Where the registers sit:
Other sequential cells in the stronger grey, the rest of the logic in the fainter grey.
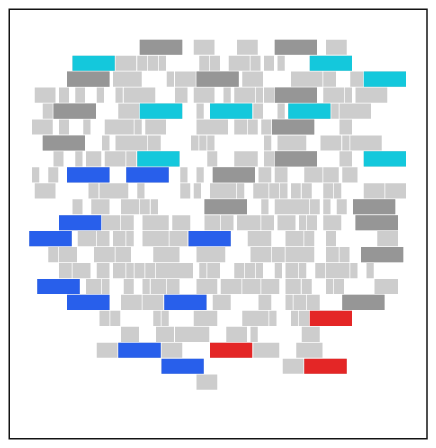
Clock distribution:
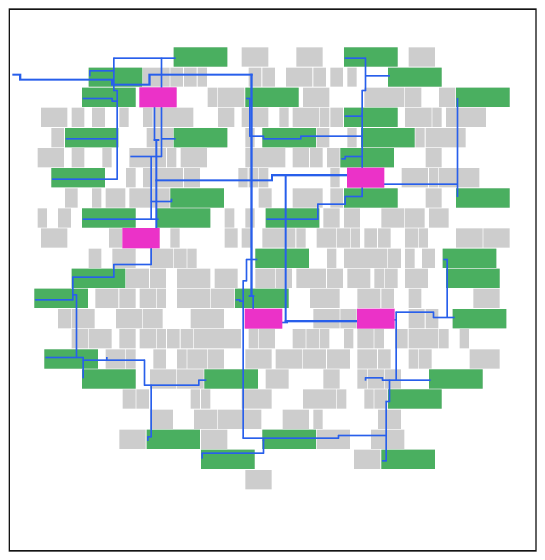
Cell placement:
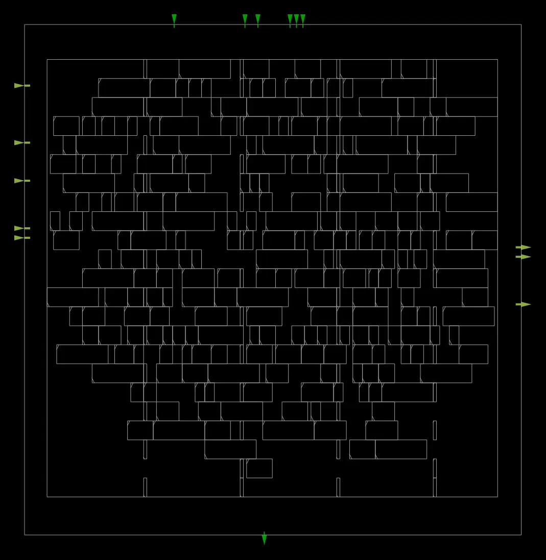
===== config.mk =====
export PLATFORM = sky130hd
export DESIGN_NAME = uart_tx
export DESIGN_NICKNAME = d
export VERILOG_FILES = /design/src/rtl/uart_tx.sv
export SDC_FILE = /design/constraint.sdc
export NUM_CORES = 1
export LEC_CHECK = 0
export ABC_AREA = 0
export CORE_AREA = 3 3 68 70
export DETAILED_ROUTE_END_ITERATION = 10
export DIE_AREA = 0 0 71 73
export GPL_ROUTABILITY_DRIVEN = 0
export GPL_TIMING_DRIVEN = 0
export PLACE_DENSITY = 0.74
export SLEW_MARGIN = 10
export SYNTH_ARGS = -nofsm -noshare
export SYNTH_HDL_FRONTEND = slang
export SYNTH_SLANG_ARGS = --single-unit
export TNS_END_PERCENT = 30

===== constraint.sdc =====
create_clock -name clk -period 3.28 [get_ports clk]
set_clock_uncertainty 0.2 [all_clocks]
set_input_delay 0.328 -clock clk [delete_from_list [all_inputs] [get_ports clk]]
set_output_delay 0.328 -clock clk [all_outputs]
set_load 0.01 [all_outputs]

===== src/rtl/uart_tx.sv =====
// UART transmitter: start bit, 8 data bits LSB first, optional parity, 1 or 2 stop bits.
// One-entry holding register lets the next byte queue mid-frame for gapless chaining.
module uart_tx #(
  parameter int unsigned CLKS_PER_BIT = 868,
  parameter int unsigned STOP_BITS    = 1,
  parameter int unsigned PARITY       = 0
) (
  input  logic       clk,
  input  logic       reset,
  input  logic [7:0] d_i,
  input  logic       valid_i,
  output logic       ready_o,
  output logic       tx_o,
  output logic       busy_o,
  output logic       done_o
);

  localparam int unsigned CNT_W = $clog2(CLKS_PER_BIT + 1);
  localparam logic [CNT_W-1:0] CNT_LOAD = CNT_W'(CLKS_PER_BIT - 1);
  localparam logic [2:0] LAST_STOP = 3'(STOP_BITS - 1);

  typedef enum logic [2:0] {
    S_IDLE   = 3'd0,
    S_START  = 3'd1,
    S_DATA   = 3'd2,
    S_PARITY = 3'd3,
    S_STOP   = 3'd4
  } state_t;

  state_t           state;
  logic [CNT_W-1:0] cnt;
  logic [2:0]       bit_idx;
  logic [7:0]       hold;
  logic [7:0]       shift;
  logic             par_q;
  logic             tick;

  assign tick = (cnt == '0);

  // Parity bit makes the ones count even (PARITY=2) or odd (PARITY=1).
  function automatic logic par_of(input logic [7:0] b);
    return (PARITY == 2) ? ^b : ~^b;
  endfunction

  // ready_o is the registered complement of the holding-register full flag.
  always_ff @(posedge clk) begin
    if (reset) begin
      state   <= S_IDLE;
      cnt     <= '0;
      bit_idx <= '0;
      hold    <= '0;
      shift   <= '0;
      par_q   <= 1'b0;
      ready_o <= 1'b1;
      tx_o    <= 1'b1;
      busy_o  <= 1'b0;
      done_o  <= 1'b0;
    end else begin
      done_o <= 1'b0;

      if (valid_i && ready_o) begin
        hold    <= d_i;
        ready_o <= 1'b0;
      end

      if (state != S_IDLE) begin
        cnt <= tick ? CNT_LOAD : cnt - CNT_W'(1);
      end

      case (state)
        S_IDLE: begin
          tx_o   <= 1'b1;
          busy_o <= 1'b0;
          if (!ready_o) begin
            shift   <= hold;
            par_q   <= par_of(hold);
            ready_o <= 1'b1;
            tx_o    <= 1'b0;
            busy_o  <= 1'b1;
            cnt     <= CNT_LOAD;
            state   <= S_START;
          end
        end

        S_START: begin
          if (tick) begin
            tx_o    <= shift[0];
            bit_idx <= '0;
            state   <= S_DATA;
          end
        end

        S_DATA: begin
          if (tick) begin
            if (bit_idx == 3'd7) begin
              bit_idx <= '0;
              if (PARITY != 0) begin
                tx_o  <= par_q;
                state <= S_PARITY;
              end else begin
                tx_o  <= 1'b1;
                state <= S_STOP;
              end
            end else begin
              shift   <= shift >> 1;
              tx_o    <= shift[1];
              bit_idx <= bit_idx + 3'd1;
            end
          end
        end

        S_PARITY: begin
          if (tick) begin
            tx_o    <= 1'b1;
            bit_idx <= '0;
            state   <= S_STOP;
          end
        end

        S_STOP: begin
          if (tick) begin
            if (bit_idx == LAST_STOP) begin
              done_o  <= 1'b1;
              bit_idx <= '0;
              if (!ready_o) begin
                // Chain straight into the next start bit with no idle cycle.
                shift   <= hold;
                par_q   <= par_of(hold);
                ready_o <= 1'b1;
                tx_o    <= 1'b0;
                state   <= S_START;
              end else begin
                busy_o <= 1'b0;
                state  <= S_IDLE;
              end
            end else begin
              bit_idx <= bit_idx + 3'd1;
            end
          end
        end

        default: begin
          tx_o    <= 1'b1;
          busy_o  <= 1'b0;
          bit_idx <= '0;
          state   <= S_IDLE;
        end
      endcase
    end
  end

endmodule


==> ci_impl_report.md <==
### Metrics collected by this job

| Metric | Value |
|---|---|
| Status | `completed` |
| Asr flop ratio synth | `0` |
| Tool Warnings | `28` |
| FF+latch area | `721 um^2` |
| Max VDD drop | `between 0.0004 and 0.0005 V` |
| CP endpoint kind | `flop` |
| Data arrival time of the worst path | `roughly 2200 ps` |
| Setup tns final | `0 ps` |
| Post-Syn Instances | `between 200 and 250` |
| Post-route DRC | `0` |
| Most instantiated logic cell after routing | `dfxtp_1` |
| WL/cell | `14.6 um` |
| Vias | `1680` |
| Library cells used by synthesis | `55` |
| CTS tree | `done` |
| HPWL after detailed placement | `2920 um` |
| Max Cap Viol | `0` |
| WP data required | `3230 ps` |
| Most frequent CP cell | `clkbuf_1` |
| Measured slew at the worst slew-check pin | `657 ps` |
| CTS Hold Bufs | `0` |
| Synth Area per Inst | `9.01 um^2` |
| Final Util | `0.565` |
| DR vias/cell | `5.75` |
| IO Count | `15` |
| Pleak | `0.873 nW` |
| Inserted Clock Buffers | `5` |
| Yosys Instances | `between 200 and 250` |
| R2R depth | `6` |
| Global Route Usage Sum | `0.172` |
| Reg2Reg Capture Point | `cnt[7]` |
| FP Util | `0.494` |
| Cell depth of the worst hold path | `2` |
| Area leader share | `0.362` |
| Worst skew pair latency | `290 ps` |
| Post-CTS Setup Bufs | `0` |
| Main area contributors | `dfxtp_1 36%, a21oi_1 5.3%, mux2_4 5.3%` |
| CTS Sinks | `36` |
| Layout Cells excl Fill | `between 200 and 300` |
| Area Growth Syn to Fin | `14.4%` |
| Largest net degree at the start of global routing | `12` |
| Slew Viols, Final | `0` |
## Picture notes: 'where the registers sit'
red -> bit_idx  # placed flops 3
blue -> cnt  # placed flops 10
cyan -> shift  # placed flops 8

## Picture notes: 'clock distribution'
magenta -> clock drivers  # count 5
green -> flip-flops  # count 36
blue -> clock wires  # length 518 um
routed clock nets = 6
flops lie = spread over the die
Clk. pwr: 0.000336 W
clock power share: 0.185

## Picture notes: 'cell placement'
core area: 4030 um^2
row count: 23

-- metrics by stage --
| stage | area [um^2] | hold slack (ps) | total power [W] | setup slack (ps) |
|---|---|---|---|---|
| 3_5_place_dp | 2180 | 250 | 0.00147 | 725 |
| 5_1_grt | 2280 | 274 | 0.00194 | 880 |
| 2_1_floorplan | 1990 | 236 | 0.00129 | 1220 |
| 3_3_place_gp | 2180 | 244 | 0.00146 | 747 |
| 4_1_cts | 2280 | 259 | 0.00181 | 1040 |
| 6_report | 2280 | 260 | 0.00181 | 1040 |
-- flip-flops by register name (all words and copies together) (netlist names) --
| register | flops |
|---|---|
| bit_idx | 3 |
| busy_o | 1 |
| cnt | 10 |
| done_o | 1 |
| hold | 8 |
| ready_o | 1 |
| shift | 8 |
| state | 3 |
| tx_o | 1 |
-- layout make-up --
type | instances | share of cell area
flip-flops and latches | 36 | 0.316
clock buffers | 7 | 0.0379
plain buffers | 16 | 0.0374
well taps | 50 | 0.0275
inverters | 7 | 0.0115
repair buffers | 13 | 0.0571
multi-input cells | 162 | 0.509
clock inverters | 1 | 0.00330
-- tightest hold or removal path, stage by stage (launching register included) --
cell and delay [ps]:
dfxtp_1 310, nand2_1 50, a21oi_1 50
-- layer usage --
layer / wire [um] / track usage
met5: 0 / 0
met1: 2180 / 0.248
met2: 1810 / 0.250
met3: 186 / 0.0386
met4: 77 / 0.0668
-- cells in the mapped netlist (4+ instances only) --
cell / instances
dfxtp_1: 36
a21oi_1: 21
nor2b_1: 7
mux2i_1: 8
a32o_1: 4
o21ai_0: 8
mux2_4: 7
ha_1: 5
xor2_1: 5
nand4_1: 4
clkbuf_1: 10
nand2_1: 14
nand3_1: 8
nor2_1: 16
nor3_1: 5
inv_1: 7
-- cells by family (layout without fill, tap and decap cells) --
family                     count (synthesis)  in the layout  share of synthesized area
buffers and inverters                     23             44                     0.0559
AOI/OAI and AO/OA                         51             51                      0.173
DFF                                       36             36                      0.362
muxes                                     15             15                     0.0930
adders and majority gates                  5              5                     0.0314
and+or+nand+nor                           84             84                      0.253
xor gates and xnor gates                   7              7                     0.0308
-- worst min path at each step --
stage	start	end	slack (ps)
finish	hold[7]	hold[7]	260
global route	hold[2]	hold[2]	270
CTS	hold[7]	hold[7]	260
detailed placement	hold[7]	hold[7]	250
global placement	hold[1]	hold[1]	240
floorplan	hold[0]	hold[0]	240
-- where the power goes --
group          total (W)  switching (W)  internal [W]  leakage, nW
Combinational   0.000859       0.000483      0.000376        0.534
Sequential      0.000618      0.0000961      0.000522        0.294
Clock           0.000336       0.000165      0.000171       0.0445
Power figures rest on the tool's default switching activity, not on a simulated workload.
